[src/rtl/pong_graph_anim.sv]
// rtl/pong_graph_anim.sv - pong ball/paddle animation and pixel colouring; optional round ball via ROUND_BALL_EN
module pong_graph_anim #(
    parameter int H_MAX       = 640,
    parameter int V_MAX       = 480,
    parameter int BALL_SIZE   = 8,
    parameter int BALL_V      = 2,
    parameter int BAR_H       = 72,
    parameter int BAR_V       = 4,
    parameter int MISS_FRAMES = 60
) (
    input  logic        clk,
    input  logic        reset_n,
    input  logic        video_on,
    input  logic [9:0]  pixel_x,
    input  logic [9:0]  pixel_y,
    input  logic        btn_up,
    input  logic        btn_down,
    input  logic        start,
    output logic [11:0] rgb,
    output logic        hit,
    output logic        miss
);

    localparam int CNT_W = (MISS_FRAMES < 2) ? 1 : $clog2(MISS_FRAMES);

    localparam logic [9:0] WALL_L      = 10'd32;
    localparam logic [9:0] WALL_R      = 10'd35;
    localparam logic [9:0] TOP_B       = 10'd5;
    localparam logic [9:0] BOT_T       = 10'd475;
    localparam logic [9:0] BOT_B       = 10'd479;
    localparam logic [9:0] BAR_L       = 10'd600;
    localparam logic [9:0] BAR_R       = 10'd603;
    localparam logic [9:0] PLAY_TOP    = 10'd6;
    localparam logic [9:0] PLAY_BOT    = 10'd474;
    localparam logic [9:0] LEFT_BOUNCE = 10'd36;
    localparam logic [9:0] BAR_TOP     = 10'd6;
    localparam logic [9:0] BAR_BOT     = 10'(474 - BAR_H);
    localparam logic [9:0] BAR_STEP    = 10'(BAR_V);
    localparam logic [9:0] BAR_UP_MIN  = 10'(6 + BAR_V);
    localparam logic [9:0] BAR_SPAN    = 10'(BAR_H - 1);
    localparam logic [9:0] BAR_Y0      = 10'((V_MAX - BAR_H) / 2);
    localparam logic [9:0] BALL_X0     = 10'((H_MAX - BALL_SIZE) / 2);
    localparam logic [9:0] BALL_Y0     = 10'((V_MAX - BALL_SIZE) / 2);
    localparam logic [9:0] BALL_SPAN   = 10'(BALL_SIZE - 1);
    localparam logic [9:0] VEL_POS     = 10'(BALL_V);
    localparam logic [9:0] VEL_NEG     = 10'(-BALL_V);
    localparam logic [9:0] X_LAST      = 10'(H_MAX - 1);
    localparam logic [9:0] REFR_ROW    = 10'(V_MAX + 1);

    typedef enum logic [1:0] {
        S_IDLE      = 2'd0,
        S_PLAY      = 2'd1,
        S_MISS_WAIT = 2'd2
    } state_t;

    state_t            state_q, state_d;
    logic [9:0]        ball_x_q, ball_x_d;
    logic [9:0]        ball_y_q, ball_y_d;
    logic [9:0]        dx_q, dx_d;
    logic [9:0]        dy_q, dy_d;
    logic [9:0]        bar_y_q, bar_y_d;
    logic [CNT_W-1:0]  cnt_q, cnt_d;
    logic [11:0]       rgb_q, rgb_d;
    logic              hit_q, hit_d;
    logic              miss_q, miss_d;

    logic              refr_tick;
    logic [9:0]        ball_r, ball_b, bar_b;
    logic [9:0]        dx_n, dy_n;
    logic              bar_hit, ball_out;
    logic              wall_on, bar_on, box_on, ball_px;

    assign refr_tick = (pixel_x == 10'd0) && (pixel_y == REFR_ROW);
    assign ball_r    = ball_x_q + BALL_SPAN;
    assign ball_b    = ball_y_q + BALL_SPAN;
    assign bar_b     = bar_y_q + BAR_SPAN;
    assign ball_out  = ball_r > X_LAST;
    // Only a ball travelling right can be returned, so it cannot be hit twice on its way out
    assign bar_hit   = !dx_q[9] && (ball_r >= BAR_L) && (ball_r <= BAR_R) &&
                       (ball_y_q <= bar_b) && (ball_b >= bar_y_q);

    // Per-frame motion: paddle, ball bounce/move, serve and miss sequencing
    always_comb begin
        state_d  = state_q;
        ball_x_d = ball_x_q;
        ball_y_d = ball_y_q;
        dx_d     = dx_q;
        dy_d     = dy_q;
        bar_y_d  = bar_y_q;
        cnt_d    = cnt_q;
        hit_d    = 1'b0;
        miss_d   = 1'b0;
        dx_n     = dx_q;
        dy_n     = dy_q;
        if (refr_tick) begin
            if (btn_up && !btn_down) begin
                bar_y_d = (bar_y_q < BAR_UP_MIN) ? BAR_TOP : bar_y_q - BAR_STEP;
            end else if (btn_down && !btn_up) begin
                bar_y_d = (bar_y_q + BAR_STEP > BAR_BOT) ? BAR_BOT : bar_y_q + BAR_STEP;
            end
            case (state_q)
                S_IDLE: begin
                    ball_x_d = BALL_X0;
                    ball_y_d = BALL_Y0;
                    dx_d     = VEL_NEG;
                    dy_d     = VEL_POS;
                    if (start) begin
                        state_d = S_PLAY;
                    end
                end
                S_PLAY: begin
                    if (ball_out) begin
                        miss_d  = 1'b1;
                        state_d = S_MISS_WAIT;
                        cnt_d   = '0;
                    end else begin
                        if (ball_y_q <= PLAY_TOP) dy_n = VEL_POS;
                        if (ball_b >= PLAY_BOT)   dy_n = VEL_NEG;
                        if (ball_x_q <= LEFT_BOUNCE) dx_n = VEL_POS;
                        if (bar_hit) begin
                            dx_n  = VEL_NEG;
                            hit_d = 1'b1;
                        end
                        dx_d     = dx_n;
                        dy_d     = dy_n;
                        ball_x_d = ball_x_q + dx_n;
                        ball_y_d = ball_y_q + dy_n;
                    end
                end
                S_MISS_WAIT: begin
                    if (cnt_q == CNT_W'(MISS_FRAMES - 1)) begin
                        state_d  = S_IDLE;
                        cnt_d    = '0;
                        ball_x_d = BALL_X0;
                        ball_y_d = BALL_Y0;
                        dx_d     = VEL_NEG;
                        dy_d     = VEL_POS;
                    end else begin
                        cnt_d = cnt_q + CNT_W'(1);
                    end
                end
                default: begin
                    state_d = S_IDLE;
                end
            endcase
        end
    end

`ifdef ROUND_BALL_EN
    logic [2:0] rel_x, rel_y;
    logic [7:0] rom_row;

    // Circle ROM lookup; low bits of the pixel offset inside the ball box select row and column
    always_comb begin
        rel_x = pixel_x[2:0] - ball_x_q[2:0];
        rel_y = pixel_y[2:0] - ball_y_q[2:0];
        case (rel_y)
            3'd0:    rom_row = 8'h3C;
            3'd1:    rom_row = 8'h7E;
            3'd2:    rom_row = 8'hFF;
            3'd3:    rom_row = 8'hFF;
            3'd4:    rom_row = 8'hFF;
            3'd5:    rom_row = 8'hFF;
            3'd6:    rom_row = 8'h7E;
            default: rom_row = 8'h3C;
        endcase
        ball_px = rom_row[3'd7 - rel_x];
    end
`else
    assign ball_px = 1'b1;
`endif

    // Pixel colour with wall > paddle > ball > background priority, blanked outside the visible area
    always_comb begin
        wall_on = ((pixel_x >= WALL_L) && (pixel_x <= WALL_R)) ||
                  (pixel_y <= TOP_B) ||
                  ((pixel_y >= BOT_T) && (pixel_y <= BOT_B));
        bar_on  = (pixel_x >= BAR_L) && (pixel_x <= BAR_R) &&
                  (pixel_y >= bar_y_q) && (pixel_y <= bar_b);
        box_on  = (state_q != S_MISS_WAIT) &&
                  (pixel_x >= ball_x_q) && (pixel_x <= ball_r) &&
                  (pixel_y >= ball_y_q) && (pixel_y <= ball_b);
        rgb_d   = 12'h000;
        if (video_on) begin
            if (wall_on)                rgb_d = 12'h00F;
            else if (bar_on)            rgb_d = 12'h0F0;
            else if (box_on && ball_px) rgb_d = 12'hF00;
            else                        rgb_d = 12'h0FF;
        end
    end

    // State and output registers
    always_ff @(posedge clk or negedge reset_n) begin
        if (!reset_n) begin
            state_q  <= S_IDLE;
            ball_x_q <= BALL_X0;
            ball_y_q <= BALL_Y0;
            dx_q     <= VEL_NEG;
            dy_q     <= VEL_POS;
            bar_y_q  <= BAR_Y0;
            cnt_q    <= '0;
            rgb_q    <= 12'h000;
            hit_q    <= 1'b0;
            miss_q   <= 1'b0;
        end else begin
            state_q  <= state_d;
            ball_x_q <= ball_x_d;
            ball_y_q <= ball_y_d;
            dx_q     <= dx_d;
            dy_q     <= dy_d;
            bar_y_q  <= bar_y_d;
            cnt_q    <= cnt_d;
            rgb_q    <= rgb_d;
            hit_q    <= hit_d;
            miss_q   <= miss_d;
        end
    end

    assign rgb  = rgb_q;
    assign hit  = hit_q;
    assign miss = miss_q;

endmodule

[config.mk]
export PLATFORM = sky130hd
export DESIGN_NAME = pong_graph_anim
export DESIGN_NICKNAME = d
export VERILOG_FILES = /design/src/rtl/pong_graph_anim.sv
export SDC_FILE = /design/constraint.sdc
export NUM_CORES = 1
export LEC_CHECK = 0
export CORE_ASPECT_RATIO = 0.6
export CORE_MARGIN = 2
export CORE_UTILIZATION = 60
export CTS_BUF_LIST = sky130_fd_sc_hd__clkbuf_4 sky130_fd_sc_hd__clkbuf_8 sky130_fd_sc_hd__clkbuf_16
export CTS_CLUSTER_SIZE = 24
export DETAILED_ROUTE_END_ITERATION = 6
export GPL_ROUTABILITY_DRIVEN = 0
export GPL_TIMING_DRIVEN = 0
export PLACE_DENSITY_LB_ADDON = 0.15
export SYNTH_ARGS = -nofsm -noshare
export SYNTH_HDL_FRONTEND = slang
export SYNTH_SLANG_ARGS = --single-unit
[constraint.sdc]
create_clock -name clk -period 10.27 [get_ports clk]
set_clock_uncertainty 0.05 [all_clocks]
set_input_delay 3.081 -clock clk [delete_from_list [all_inputs] [get_ports clk]]
set_output_delay 3.081 -clock clk [all_outputs]
set_load 0.02 [all_outputs]
Figure 1. Congestion heat map.
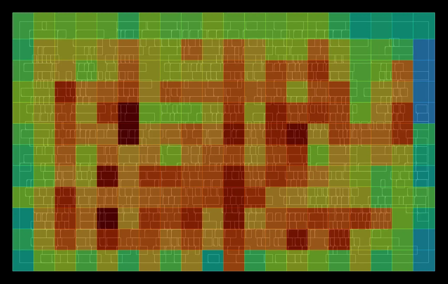
final standard cell utilization of the core: 69.4%
Most Crowded Layer GR: met2
global-route total usage across every layer: 33.7%

Figure 2. Drive-strength map.
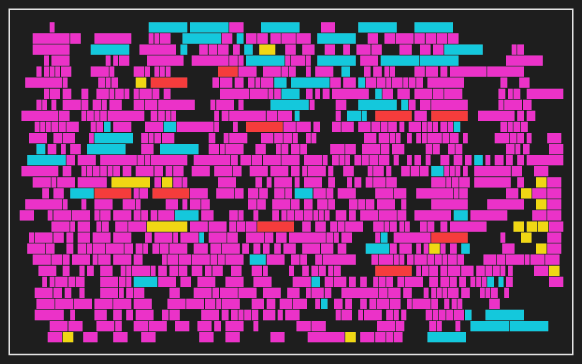
legend:
  yellow:
    size: drive 3 to 4
    cells: 17
    share: 2.0%
  red:
    size: drive 6 and up
    cells: 10
    share: 1.2%
  cyan:
    size: drive 2
    cells: 57
    share: 6.9%
  magenta:
    size: drive 1 or less
    cells: 748
    share: 90%
Worst Slack Setup Final: 3410 ps
number of buffers outside the clock class in the layout: 67

Figure 3. Sequential cells colored by netlist name.
Other sequential cells in the stronger gray, the rest of the logic in the fainter gray.
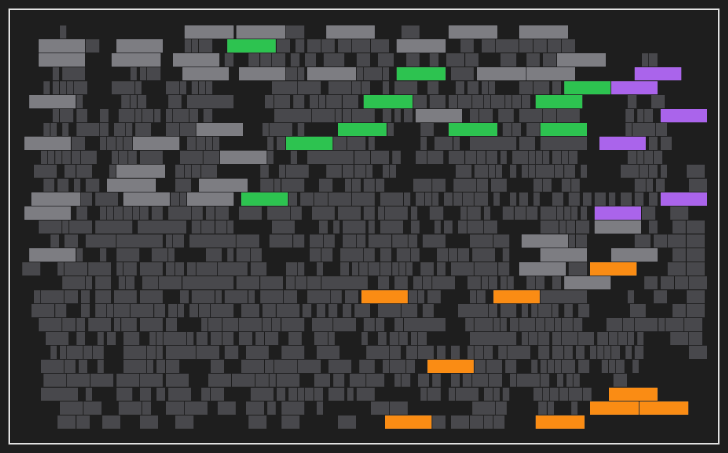
legend:
  green:
    name_in_the_netlist: ball_x_q
    flops: 10
  purple:
    name_in_the_netlist: cnt_q
    flops: 6
  orange:
    name_in_the_netlist: bar_y_q
    flops: 9
    where: bottom right
not colored: 37
power drawn by the sequential cells: 0.000246 W
flop share of the area: 21.6%
Register Area: 1580 µm²

Figure 4. Placement density heat map.
14 x 8 tiles, from black (low) to pale yellow (high), 0 to 100% covered.
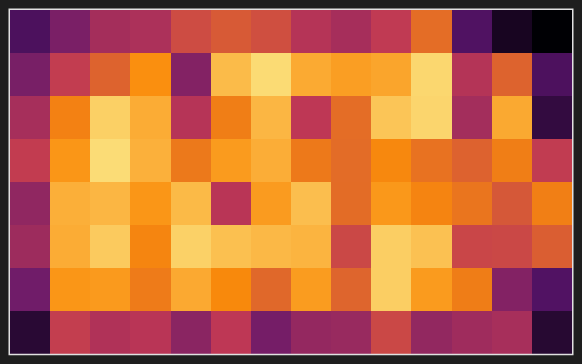
nearly empty tiles: 0.90%
mean over tiles: 61%
tiles over 75% full: 35%
fullest tile: 92%
Init Core Util: 61.4%
core region area: 10600 µm²

-- cells by family (layout without fill, tap and decap cells) --
family          after synthesis  after routing  share of synthesized area [%]
mux                           2              2                          0.328
xor+xnor                     37             37                           5.44
flops                        62             62                           24.4
compound gates              213            213                           22.1
buf+inv                      86            141                           5.71
simple gates                271            271                           21.2
fa+ha+maj                   106            106                           20.8
-- tightest hold or removal path: cells and delay by family, from the launching register on --
| family | cells | cell delay (ps) |
|---|---|---|
| AND/OR/NAND/NOR | 2 | 100 |
| flip-flops | 1 | 340 |
-- layer usage --
metal	GRT usage, %	part of all wire, %	up-vias	wire length (µm)
met5	0	0	-	0
met4	11.5	2.5	0	478
met3	7.36	11	66	2110
met2	52.4	43	389	8190
met1	47.0	43	2971	8270
li1	-	-	2920	-
==> notes.md <==
This memo summarizes the results of the implementation run.

Run status
The run finished with clean final reports.

Route
Once iteration 0 of detailed routing completed, the report listed 773 DRC markers. For this run, the detailed router's first-pass iteration total came to 5. The wire length per cell is 19.6 µm. TritonRoute reported its final design rule violation total as 0. The tally of nets with antenna violations remaining after routing is 0.

Setup path
The slowest stage of the critical path belongs to the cell sky130_fd_sc_hd__a221oi_1. The maximum fanout along the worst path is 9. The worst setup slack for register-to-register paths is 3410 ps. The capture point of the worst reg-to-reg path is ball_x_q[9]$_DFFE_PN0P_. The startpoint of the worst register-to-register path is bar_y_q[2]$_DFFE_PN1P_.

In this run the worst setup path terminates at ball_x_q[9]$_DFFE_PN0P_. The count of cells along the worst register-to-register path is 23. For reference, the critical path is launched at bar_y_q[2]$_DFFE_PN1P_.

The worst setup path is launched from a flip-flop. Among cell families on the critical path, the largest total delay comes from AND-OR/OR-AND gates. The critical path crosses 23 cells after its start point. In this run the critical path is formed by inv_1 -> ha_1 -> a21oi_1 -> xnor2_1 -> ha_1 -> a21oi_1 -> nand2_1 -> a211oi_1 -> nor3_1 -> a221oi_1 -> nor2_1 -> nor3_2 -> or3_1 -> ha_1 -> a21oi_1 -> nor2b_1 -> a31o_2 -> nor4_1 -> o31ai_1 -> and3b_1 -> a221oi_1 -> nor2_1 -> a41o_1.

Yosys
The number of nets at floorplan is 909. The number of different library cells used by synthesis comes to 74. The dominant register cell is sky130_fd_sc_hd__dfrtp_1. The cell accounting for the most synthesized area is sky130_fd_sc_hd__ha_1.

The chip area from the yosys synthesis statistics is 6480 µm². The post-synthesis sequential element count is 62. For this run, asynchronously set or reset flops after synthesis account for 100%. In the Yosys report the total cell count is 777. By count the netlist is led by sky130_fd_sc_hd__ha_1, sky130_fd_sc_hd__nand2_1, sky130_fd_sc_hd__inv_1, sky130_fd_sc_hd__a21oi_1, sky130_fd_sc_hd__nor2_1. The most used standard cell by instance count after synthesis is sky130_fd_sc_hd__ha_1.

Of the synthesized area, sequential elements account for 24.4%. The instance tally after logic synthesis is 777. The number of enable-type register cells in the synthesized netlist is 0. The portion of synthesized cell area occupied by the leading cell type is 19.9%.

Clock tree
Once the clock tree was built, the resizer swapped 0 gates to a different size. CTS saw 62 sinks. The number of buffers inserted during clock tree synthesis is 9. The report puts the hold buffer count at CTS at 0. Buffers added to address setup during post-CTS repair amount to 0.

The clock network latency to the later pin of the worst-skew pair is 340 ps. The CTS tree is built. Per the CTS log, the maximum H-tree level is 3.

Cells and area
Per the run report, area growth between synthesis and finish was 13.0%. The number of multi-input logic gates is 629. The count of antenna diodes in the layout is 0. The layout report lists the multi-input gate area as 4540 µm².

In the finished layout, the clock tree contains a buffer count of 12. The filler cell count in the final layout is 836. The layout has 58 inverters outside the clock class. Per the final layout report, the fraction of cells sized above drive strength 1 comes to 10.1%. According to the finish report, the design has a final net count of 959. The clock network area share is 3.77%. The number of sequential cells in the layout is 62. The biggest cell category by area in the final layout is logic gates. Excluding fillers, the count of instances in the completed layout stands at 971.

Power and ir drop
The clock network power reported by the tool is 0.000285 W. Combinational cells consume a total of 0.0000631 W. The flow reports that the clock network draws 47.9% of the design power.

The internal power of the cells totals 0.000447 W. The switching component of the power is 0.000147 W. Net switching is 24.7% of the power.

Timing
The transition time at the pin with the least slew margin is 984 ps. Headroom to the max-slew limit came out at 33.8%. Hold-check failures listed in the final report amount to 0. The top achievable clock speed is 146 MHz. The most critical hold endpoint after final layout shows a slack of 420 ps.

OpenROAD reports that the post-layout worst path occupies 66.8% of the period. Setup repair after global routing left no endpoint under its margin. Subtracting the final worst setup slack from the clock period gives 6860 ps.

Floorplan
The count of standard-cell rows is 29. The chip occupies 11700 µm². Measured along the y axis, the die boundary spans 84.5 µm.

Place
Timing analysis after detailed placement gives a worst setup slack of 3750 ps. During placement, the flow inserted port buffers numbering 39.

Global route
Summed over all layers, the global routing overflow is 0. Entering global routing, the biggest net connects 63 pins. The initial antenna violation count was 0.

Worst hold path
The path class of the lowest-slack min-delay path is flip-flop to flip-flop. The start point of the worst min-delay path is dy_q[3]$_DFFE_PN0P_.

Run
The number of warnings in the stage logs is 38.
Power is estimated from default activity; no workload was simulated.
